Figure 1. Wire density map (run 1).
25 x 18 tiles, from white (low) to dark blue (high), scaled to the fullest tile. Values are wire area over tile area, all layers added.
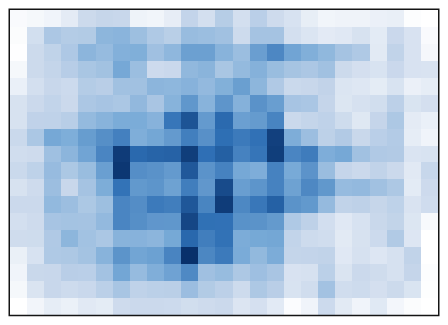
Figure 2. Pin placement (run 1).
Bar = 100 um. Pins as bars across the die edge, other pins in gray.
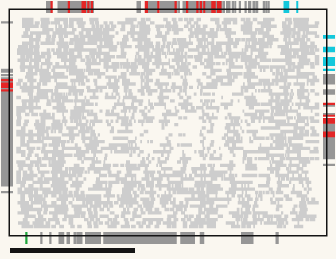
Figure 3. Gate families picked out (run 1).
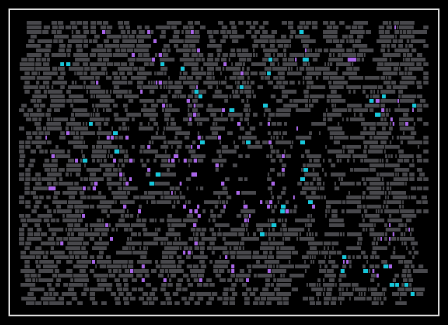
## src/rtl/led_frame_sequencer.sv

```systemverilog
// Frame-synchronous control front-end for led_driver: shadows software config,
// applies it only at frame boundaries, and arbitrates double-buffer ownership.
module led_frame_sequencer #(
  parameter int N_ROWS_MAX     = 64,
  parameter int N_COLS_MAX     = 256,
  parameter int BITDEPTH_MAX   = 8,
  parameter int LSB_BLANK_MAX  = 200,
  parameter int CTRL_REG_WIDTH = 32,
  parameter int RST_CYCLES     = 4
) (
  input  logic                      clk,
  input  logic                      ctrl_rst_n,
  input  logic                      sw_enable,
  input  logic                      sw_cfg_load,
  input  logic [CTRL_REG_WIDTH-1:0] sw_n_rows,
  input  logic [CTRL_REG_WIDTH-1:0] sw_n_cols,
  input  logic [CTRL_REG_WIDTH-1:0] sw_bitdepth,
  input  logic [CTRL_REG_WIDTH-1:0] sw_lsb_blank,
  input  logic [CTRL_REG_WIDTH-1:0] sw_brightness,
  input  logic                      sw_swap_req,
  input  logic                      disp_latch,
  output logic                      drv_en,
  output logic                      drv_rst,
  output logic [CTRL_REG_WIDTH-1:0] drv_n_rows,
  output logic [CTRL_REG_WIDTH-1:0] drv_n_cols,
  output logic [CTRL_REG_WIDTH-1:0] drv_bitdepth,
  output logic [CTRL_REG_WIDTH-1:0] drv_lsb_blank,
  output logic [CTRL_REG_WIDTH-1:0] drv_brightness,
  output logic                      drv_buffer,
  output logic                      swap_done,
  output logic                      swap_pending,
  output logic                      cfg_err,
  output logic                      swap_overrun,
  output logic [15:0]               frame_count
);

  localparam int CW     = CTRL_REG_WIDTH;
  localparam int CNT_W  = $clog2(N_ROWS_MAX * BITDEPTH_MAX);
  localparam int ROW_W  = $clog2(N_ROWS_MAX + 1);
  localparam int BD_W   = $clog2(BITDEPTH_MAX + 1);
  localparam int PROD_W = ROW_W + BD_W;
  localparam int RC_W   = (RST_CYCLES > 1) ? $clog2(RST_CYCLES) : 1;

  localparam logic [CW-1:0] ROWS_MAX  = CW'(N_ROWS_MAX);
  localparam logic [CW-1:0] COLS_MAX  = CW'(N_COLS_MAX);
  localparam logic [CW-1:0] BD_MAX    = CW'(BITDEPTH_MAX);
  localparam logic [CW-1:0] BLANK_MAX = CW'(LSB_BLANK_MAX);
  localparam logic [CW-1:0] DEF_ROWS  = CW'(N_ROWS_MAX / 2);
  localparam logic [RC_W-1:0] RC_LOAD = RC_W'(RST_CYCLES - 1);

  typedef enum logic [1:0] {ST_OFF, ST_RESET, ST_RUN} state_t;

  state_t            state, state_next;
  logic [RC_W-1:0]   rst_cnt;
  logic [CW-1:0]     sh_n_rows, sh_n_cols, sh_bitdepth, sh_lsb_blank, sh_brightness;
  logic              geo_pending, bri_pending;
  logic              latch_q, rise_q;
  logic [CNT_W-1:0]  latch_cnt;
  logic [PROD_W-1:0] frame_last;

  logic              cfg_valid, cfg_accept, boundary;
  logic              load_all, load_bri, take_window, take;
  logic              geo_diff, bri_diff;

  assign cfg_valid = (sw_n_rows    != '0) && (sw_n_rows    <= ROWS_MAX)  &&
                     (sw_n_cols    != '0) && (sw_n_cols    <= COLS_MAX)  &&
                     (sw_bitdepth  != '0) && (sw_bitdepth  <= BD_MAX)    &&
                     (sw_lsb_blank != '0) && (sw_lsb_blank <= BLANK_MAX) &&
                     (sw_brightness < sw_lsb_blank);
  assign cfg_accept = sw_cfg_load && cfg_valid;

  // Frame length derives only from the active (registered) geometry.
  assign frame_last = PROD_W'(drv_n_rows[ROW_W-1:0]) * PROD_W'(drv_bitdepth[BD_W-1:0])
                      - PROD_W'(1);
  assign boundary   = (state == ST_RUN) && rise_q && (PROD_W'(latch_cnt) == frame_last);
  assign take       = take_window && (swap_pending || sw_swap_req);

  // NOTE: every signal written here gets a default first so no latch is inferred.
  always_comb begin
    state_next  = state;
    load_all    = 1'b0;
    load_bri    = 1'b0;
    take_window = 1'b0;
    drv_en      = 1'b0;
    drv_rst     = 1'b1;
    case (state)
      ST_OFF: begin
        take_window = 1'b1;
        if (sw_enable) begin
          load_all   = 1'b1;
          state_next = ST_RESET;
        end
      end
      ST_RESET: begin
        take_window = 1'b1;
        if (!sw_enable)          state_next = ST_OFF;
        else if (rst_cnt == '0)  state_next = ST_RUN;
      end
      ST_RUN: begin
        drv_en  = 1'b1;
        drv_rst = 1'b0;
        if (!sw_enable) begin
          state_next = ST_OFF;
        end else if (boundary) begin
          take_window = 1'b1;
          if (geo_pending) begin
            load_all   = 1'b1;
            state_next = ST_RESET;
          end else if (bri_pending) begin
            load_bri = 1'b1;
          end
        end
      end
      default: state_next = ST_OFF;
    endcase
  end

  // Pending flags compare a new load against the config drv_* will hold next cycle.
  always_comb begin
    geo_diff = (sw_n_rows    != (load_all ? sh_n_rows    : drv_n_rows))   ||
               (sw_n_cols    != (load_all ? sh_n_cols    : drv_n_cols))   ||
               (sw_bitdepth  != (load_all ? sh_bitdepth  : drv_bitdepth)) ||
               (sw_lsb_blank != (load_all ? sh_lsb_blank : drv_lsb_blank));
    bri_diff = sw_brightness != ((load_all || load_bri) ? sh_brightness : drv_brightness);
  end

  // NOTE: sequential state uses non-blocking assignments only.
  always_ff @(posedge clk or negedge ctrl_rst_n) begin
    if (!ctrl_rst_n) state <= ST_OFF;
    else             state <= state_next;
  end

  always_ff @(posedge clk or negedge ctrl_rst_n) begin
    if (!ctrl_rst_n) begin
      rst_cnt        <= '0;
      sh_n_rows      <= DEF_ROWS;
      sh_n_cols      <= COLS_MAX;
      sh_bitdepth    <= BD_MAX;
      sh_lsb_blank   <= BLANK_MAX;
      sh_brightness  <= '0;
      drv_n_rows     <= DEF_ROWS;
      drv_n_cols     <= COLS_MAX;
      drv_bitdepth   <= BD_MAX;
      drv_lsb_blank  <= BLANK_MAX;
      drv_brightness <= '0;
      geo_pending    <= 1'b0;
      bri_pending    <= 1'b0;
      cfg_err        <= 1'b0;
      latch_q        <= 1'b0;
      rise_q         <= 1'b0;
      latch_cnt      <= '0;
      frame_count    <= '0;
      drv_buffer     <= 1'b0;
      swap_done      <= 1'b0;
      swap_pending   <= 1'b0;
      swap_overrun   <= 1'b0;
    end else begin
      if (state_next == ST_RESET && state != ST_RESET) rst_cnt <= RC_LOAD;
      else if (state == ST_RESET && rst_cnt != '0)     rst_cnt <= rst_cnt - 1'b1;

      if (sw_cfg_load) cfg_err <= !cfg_valid;
      if (cfg_accept) begin
        sh_n_rows     <= sw_n_rows;
        sh_n_cols     <= sw_n_cols;
        sh_bitdepth   <= sw_bitdepth;
        sh_lsb_blank  <= sw_lsb_blank;
        sh_brightness <= sw_brightness;
      end

      if (load_all) begin
        drv_n_rows     <= sh_n_rows;
        drv_n_cols     <= sh_n_cols;
        drv_bitdepth   <= sh_bitdepth;
        drv_lsb_blank  <= sh_lsb_blank;
        drv_brightness <= sh_brightness;
      end else if (load_bri) begin
        drv_brightness <= sh_brightness;
      end

      if (cfg_accept) begin
        geo_pending <= geo_diff;
        bri_pending <= !geo_diff && bri_diff;
      end else if (load_all) begin
        geo_pending <= 1'b0;
        bri_pending <= 1'b0;
      end else if (load_bri) begin
        bri_pending <= 1'b0;
      end

      latch_q <= disp_latch;
      rise_q  <= disp_latch && !latch_q;
      if (drv_rst)      latch_cnt <= '0;
      else if (rise_q)  latch_cnt <= boundary ? '0 : latch_cnt + 1'b1;
      if (boundary)     frame_count <= frame_count + 16'd1;

      // A request arriving while one is still pending is dropped, not queued.
      swap_done <= take;
      if (take)              drv_buffer <= !drv_buffer;
      if (take)              swap_pending <= 1'b0;
      else if (sw_swap_req)  swap_pending <= 1'b1;
      if (sw_swap_req && swap_pending) swap_overrun <= 1'b1;
    end
  end

endmodule

```

## config.mk

```make
export PLATFORM = sky130hd
export DESIGN_NAME = led_frame_sequencer
export DESIGN_NICKNAME = d
export VERILOG_FILES = /design/src/rtl/led_frame_sequencer.sv
export SDC_FILE = /design/constraint.sdc
export NUM_CORES = 1
export LEC_CHECK = 0
export CAP_MARGIN = 25
export CELL_PAD_IN_SITES_DETAIL_PLACEMENT = 0
export CELL_PAD_IN_SITES_GLOBAL_PLACEMENT = 1
export CORE_ASPECT_RATIO = 0.7
export CORE_MARGIN = 5
export CORE_UTILIZATION = 45
export DETAILED_ROUTE_END_ITERATION = 8
export GPL_TIMING_DRIVEN = 1
export PLACE_DENSITY_LB_ADDON = 0.1
export SETUP_SLACK_MARGIN = 0.1
export SLEW_MARGIN = 20
export SYNTH_ARGS = -nofsm -noshare
export SYNTH_HDL_FRONTEND = slang
export SYNTH_SLANG_ARGS = --single-unit
```

## constraint.sdc

```tcl
create_clock -name clk -period 16.7 [get_ports clk]
set_input_delay 4.175 -clock clk [delete_from_list [all_inputs] [get_ports clk]]
set_output_delay 4.175 -clock clk [all_outputs]
set_load 0.01 [all_outputs]
```

==> impl_metrics.py, run 1 <==
# Physical implementation metrics
metrics = {
    "outcome": {
        "outcome": "complete, no violations",
    },
    "power_and_ir_drop": {
        "power.share.clock": 0.427,
        "largestPowerGroup": "registers",
        "comb_power_share": 0.133,
        "ir_worst_vdd_mv": 0.06905,
        "p_leak_nw": 10.98,
        "power_frac_seq": 0.440,
        "report.power.total_mw": 1.993,
        "power_sequential_uw": 877,
    },
    "route": {
        "highest-signal-layer": "met4",
        "dr_wl_met3_um": 7948,
        "drc": 0,
        "first_pass_iters": 6,
        "dr.first_iter.drc_count": 1735,
        "vias_per_cell": 5.920,
        "m1WireLength_um": 35080,
    },
    "finish": {
        "area_share_clock_buf_inv": 0.05047,
        "logic_area_um2": 8884,
        "fin_area_um2": 24000,
        "fill_cells": 3518,
        "clock_buffers": 51,
        "n_sequential_cell": 358,
        "largest_class": "sequential cells",
        "syn_to_final_growth_pct": 28.72,
        "seq_area_um2": 8974,
        "comb_cells": 1130,
        "drive_gt1_frac": 0.1228,
        "nNonClkInverters": 162,
        "n_all_buffers": 359,
        "lay_top_cells": "clkdlybuf4s50_1 (347), dfrtp_1 (346), inv_1 (162), mux2_2 (162), xor2_1 (115)",
        "antenna_cells": 1,
        "fin_nets": 2282,
    },
    "worst_setup_path": {
        "criticalPathCategory": "input port to register",
        "cp_slowest_cell": "buf_4",
        "critPathCapture": "sh_n_rows[1]$_DFFE_PN0P_",
        "path_cells": "clkdlybuf4s50_1 -> inv_1 -> ha_1 -> o21ai_0 -> nand2b_1 -> a21oi_1 -> or4_1 -> o22ai_1 -> o21ai_0 -> o311ai_4 -> buf_4 -> buf_4 -> buf_12 -> mux2_2",
        "max_stage_delay_ps": 710,
        "timing.rr.start": "drv_bitdepth[3]$_DFF_PN1_",
        "worst-path-buf-inv": 5,
        "crit_start": "sw_lsb_blank[13]",
        "regToRegEndpoint": "geo_pending$_DFFE_PN0P_",
        "critPathArrivalTime_ps": 8550,
        "start_kind": "input port",
    },
    "die": {
        "chip_area_um2": 45670,
        "core_area_um2": 40960,
        "num_tap_cells": 544,
        "ios": 349,
        "placementRows": 62,
        "initial_core_util": 0.4552,
    },
    "timing": {
        "period_used_share": 0.4875,
        "finalSetupViolCount": 0,
        "worstMarginPinSlew_ps": 1021,
        "clock_skew_ps": 20.98,
        "hold_slack_ps": 401.4,
        "hold_viol": 0,
        "fmaxAchievable_mhz": 122.8,
        "fin_crit_ps": 8140,
        "slew_viol_final": 0,
    },
    "logic_synthesis": {
        "ys_top_cells_by_area": "dfrtp_1 (46%), mux2_2 (9.8%), xor2_1 (5.4%)",
        "yosys_most_used_dff": "dfrtp_1",
        "avgSynthCellArea_um2": 10.97,
        "ys_top_cells_by_count": "dfrtp_1 (346), inv_1 (162), mux2_2 (162)",
        "synthAdderAreaFrac": 0.04939,
        "xor_share": 0.09959,
        "ys_area_um2": 18640,
        "yosys.cell_count.top_type": "dfrtp_1",
        "edf_count": 0,
        "yosysUniqueCellTypes": 68,
        "synthArstFlopShare": 1.000,
        "syn_inst": 1699,
        "synthesis.area_um2": 18640,
        "yosysCellCount": 1699,
    },
    "clocking": {
        "cts.path.max_buffers": 3,
        "clk_pin_slew_ps": 60,
        "post_cts_buffers": 0,
        "htree_levels": 2,
        "cts_sinks": 358,
        "cts_tree": "yes",
    },
    "global_route": {
        "grt_remaining_overflow": 0,
        "first_global_vias": 15290,
        "grt_max_degree": 167,
        "grt_pass1_wl_um": 109800,
    },
    "flow_run": {
        "cap_viol_max_count": 0,
    },
    "placed_design": {
        "postPlaceCellArea_um2": 22720,
        "dp_hpwl_um": 61780,
    },
    "hold_path": {
        "hold-path-cell-count": 1,
        "hp-start": "latch_q$_DFF_PN0_",
    },
}
Notes on Figure 1 above:
The fullest tile reaches 0.79. The densest ninth of the die: middle. 24% of the tiles are over half the peak. 2.7% of the tiles are nearly empty.
Avg WL per Cell: 29.57 um
aggregate global-route resource usage: 0.3289
final wirelength: 77520 um
Via Count: 15520

Notes on Figure 2 above:
drv_lsb_blank: shown in red, pins 32, direction output, edge 19 top, 8 right, 5 left. ctrl_rst_n: shown in green, pins 1, direction input, edge bottom. frame_count: shown in cyan, pins 16, direction output, edge 11 right, 5 top.
IO buf count: 348
Die Span X: 253.3 um

Notes on Figure 3 above:
nor cells: shown in purple, cells 119, most used nor4_1, where spread over the die. non-inverting ao/oa cells: shown in cyan, cells 41, most used a22o_1, where spread over the die.
non-filler cells, final: 2622
highest-count logic cell in the final layout: clkdlybuf4s50_1
multi-input combinational area share: 0.3702

Figure 4. Clock wiring as the flow saved it (run 1).
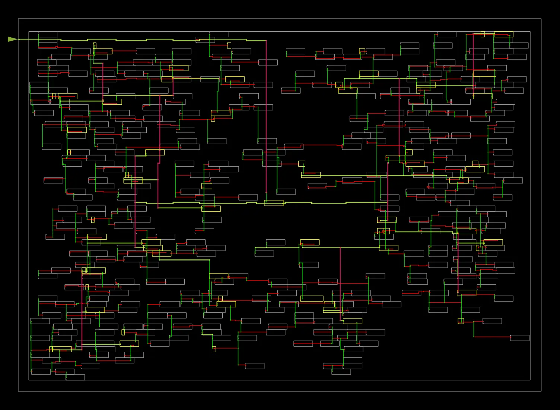

==> run 1 -> run 2 <==
--- a/config.mk
+++ b/config.mk
@@ -10,7 +10,7 @@
 export CELL_PAD_IN_SITES_GLOBAL_PLACEMENT = 1
 export CORE_ASPECT_RATIO = 0.7
 export CORE_MARGIN = 5
-export CORE_UTILIZATION = 45
+export CORE_UTILIZATION = 38
 export DETAILED_ROUTE_END_ITERATION = 8
 export GPL_TIMING_DRIVEN = 1
 export PLACE_DENSITY_LB_ADDON = 0.1
==> constraint.sdc (replaced) <==
create_clock -name clk -period 6.7 [get_ports clk]
set_input_delay 1.675 -clock clk [delete_from_list [all_inputs] [get_ports clk]]
set_output_delay 1.675 -clock clk [all_outputs]
set_load 0.01 [all_outputs]
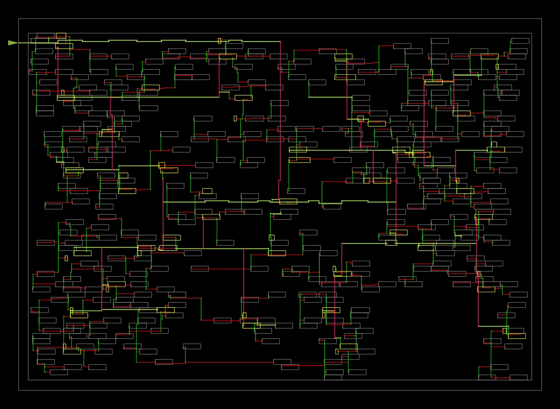
Figure 5: run 2, clock wiring as the flow saved it.
clock network power: 2.17 mW
clk sinks: 358

==> run 2 against run 1 <==
Final cell count is 4.5% higher. Count of clock-buffer cells in the layout is 9 higher. Via count is 0.27% lower. Total power went up to 2.5 times the previous value. Setup slack worse by 8000 ps. Register-to-register slack worse by 9100 ps. Highest routed layer unchanged. Clock power went up to 2.5 times the previous value. Sequential share of layout area is 0.28 points lower. Flip-flop count stayed put. Synthesized cell count stayed put. Critical endpoint is now geo_pending$_DFFE_PN0P_.
==> impl_metrics.py, run 2 <==
# Physical implementation metrics
metrics = {
    "worst_setup_path": {
        "reg2reg_depth": 18,
        "regToRegEndpoint": "geo_pending$_DFFE_PN0P_",
        "worst-path-buf-inv": 2,
        "cp_slowest_cell": "dfstp_2",
        "max_stage_delay_ps": 650,
        "path_cells": "nand2_1 -> ha_1 -> fa_1 -> inv_1 -> fa_1 -> ha_1 -> o21ai_0 -> nor3_1 -> nor4_1 -> a31o_1 -> or4_4 -> o32ai_4 -> buf_12 -> mux2_2 -> o2bb2ai_1 -> a211oi_1 -> nand4_1 -> a21boi_1",
        "crit_start": "drv_bitdepth[3]$_DFF_PN1_",
        "critPathCapture": "geo_pending$_DFFE_PN0P_",
        "timing.rr.start": "drv_bitdepth[3]$_DFF_PN1_",
        "criticalPathCategory": "register to register",
        "critPathArrivalTime_ps": 6550,
        "start_kind": "register",
    },
    "logic_synthesis": {
        "yosysWarnings": 0,
        "compound_area_frac": 0.09879,
        "ys_ff": 358,
        "ys_top_cells_by_count": "dfrtp_1 (346), inv_1 (162), mux2_2 (162)",
        "synth_seq_share": 0.4813,
        "edf_count": 0,
        "yosys_most_used_dff": "dfrtp_1",
        "avgSynthCellArea_um2": 10.97,
        "synthAdderAreaFrac": 0.04939,
        "synthArstFlopShare": 1.000,
        "xor_share": 0.09959,
        "yosys.cell_count.top_type": "dfrtp_1",
        "yosysCellCount": 1699,
        "ys_area_um2": 18640,
        "synthesis.area_um2": 18640,
        "syn_inst": 1699,
        "ys_top_cells_by_area": "dfrtp_1 (46%), mux2_2 (9.8%), xor2_1 (5.4%)",
    },
    "timing": {
        "finalSetupViolCount": 0,
        "slew_viol_final": 0,
        "worstMarginPinSlew_ps": 995.2,
        "hold_viol": 0,
        "clock_skew_ps": 25.79,
        "fin_crit_ps": 6151,
        "final.setup.tns_ps": 0,
        "rsz0062_at_grt": "false",
        "period_used_share": 0.9180,
        "hold_slack_ps": 402.6,
    },
    "finish": {
        "drive_gt1_frac": 0.1219,
        "n_all_buffers": 362,
        "comb_share": 0.3672,
        "lay_top_count": "clkdlybuf4s50_1",
        "area_share_clock_buf_inv": 0.05144,
        "fin_nets": 2286,
        "antenna_cells": 0,
        "comb_cells": 1130,
        "nNonClkInverters": 162,
        "lay_top_cells": "clkdlybuf4s50_1 (347), dfrtp_1 (346), inv_1 (162), mux2_2 (162), xor2_1 (115)",
        "fill_cells": 4428,
        "largest_class": "sequential cells",
        "seq_area_um2": 8974,
        "syn_to_final_growth_pct": 29.69,
        "logic_area_um2": 8879,
        "stdcell_count": 2739,
        "n_sequential_cell": 358,
        "clock_buffers": 60,
        "fin_area_um2": 24180,
    },
    "global_route": {
        "grt_pass1_wl_um": 117500,
        "grt_remaining_overflow": 0,
        "first_global_vias": 15300,
        "use_met2": 0.4302,
        "grt_max_degree": 189,
        "grtUsageTotal": 0.3061,
        "antenna_found_initial": 1,
    },
    "hold_path": {
        "hold_end": "rise_q$_DFF_PN0_",
        "hp-start": "latch_q$_DFF_PN0_",
        "hold-path-cell-count": 1,
    },
    "clocking": {
        "cts_tree": "yes",
        "htree_levels": 2,
        "post_cts_buffers": 0,
        "clk_pin_slew_ps": 60,
        "clkLatencyLatePin_ps": 570,
        "cts.path.max_buffers": 3,
    },
    "power_and_ir_drop": {
        "comb_power_share": 0.136,
        "power_sequential_mw": 2.19,
        "power_frac_seq": 0.433,
        "p_leak_nw": 11.01,
        "power.share.clock": 0.431,
        "ir_worst_vdd_mv": 0.1579,
        "largestPowerGroup": "registers",
        "p_int_mw": 3.663,
        "report.power.total_mw": 5.049,
    },
    "route": {
        "dr_wl_met3_um": 7929,
        "vias": 15480,
        "vias_per_cell": 5.652,
        "dr.first_iter.drc_count": 1672,
        "highest-signal-layer": "met4",
        "routed_wl_um": 84110,
        "wl_per_cell_um": 30.71,
        "m1WireLength_um": 39950,
        "first_pass_iters": 6,
        "drc": 0,
    },
    "die": {
        "core_area_um2": 48200,
        "placementRows": 67,
        "num_tap_cells": 655,
        "chip_area_um2": 53660,
        "initial_core_util": 0.3868,
        "ios": 349,
    },
    "placed_design": {
        "dp_hpwl_um": 67650,
        "postPlaceCellArea_um2": 22940,
        "routabilityCongestion": 0.9878,
        "numPortBuffers": 348,
    },
    "outcome": {
        "outcome": "complete, no violations",
    },
    "flow_run": {
        "cap_viol_max_count": 0,
    },
}
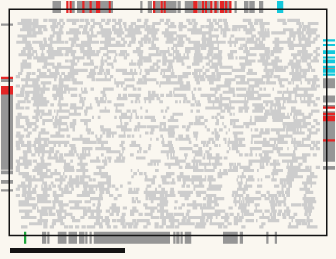
Figure 6: run 2, pin placement.
Bar = 100 um. Pins as bars across the die edge, other pins in gray.
frame_count: shown in cyan, pins 16, direction output, edge 11 right, 5 top. ctrl_rst_n: shown in green, pins 1, direction input, edge bottom. drv_lsb_blank: shown in red, pins 32, direction output, edge 20 top, 6 left, 6 right.
All pins by edge: 115 bottom, 114 top, 62 left, 58 right.
DIE HEIGHT: 195.3 um
Die Span X: 274.7 um

Power figures rest on the tool's default switching activity, not on a simulated workload.
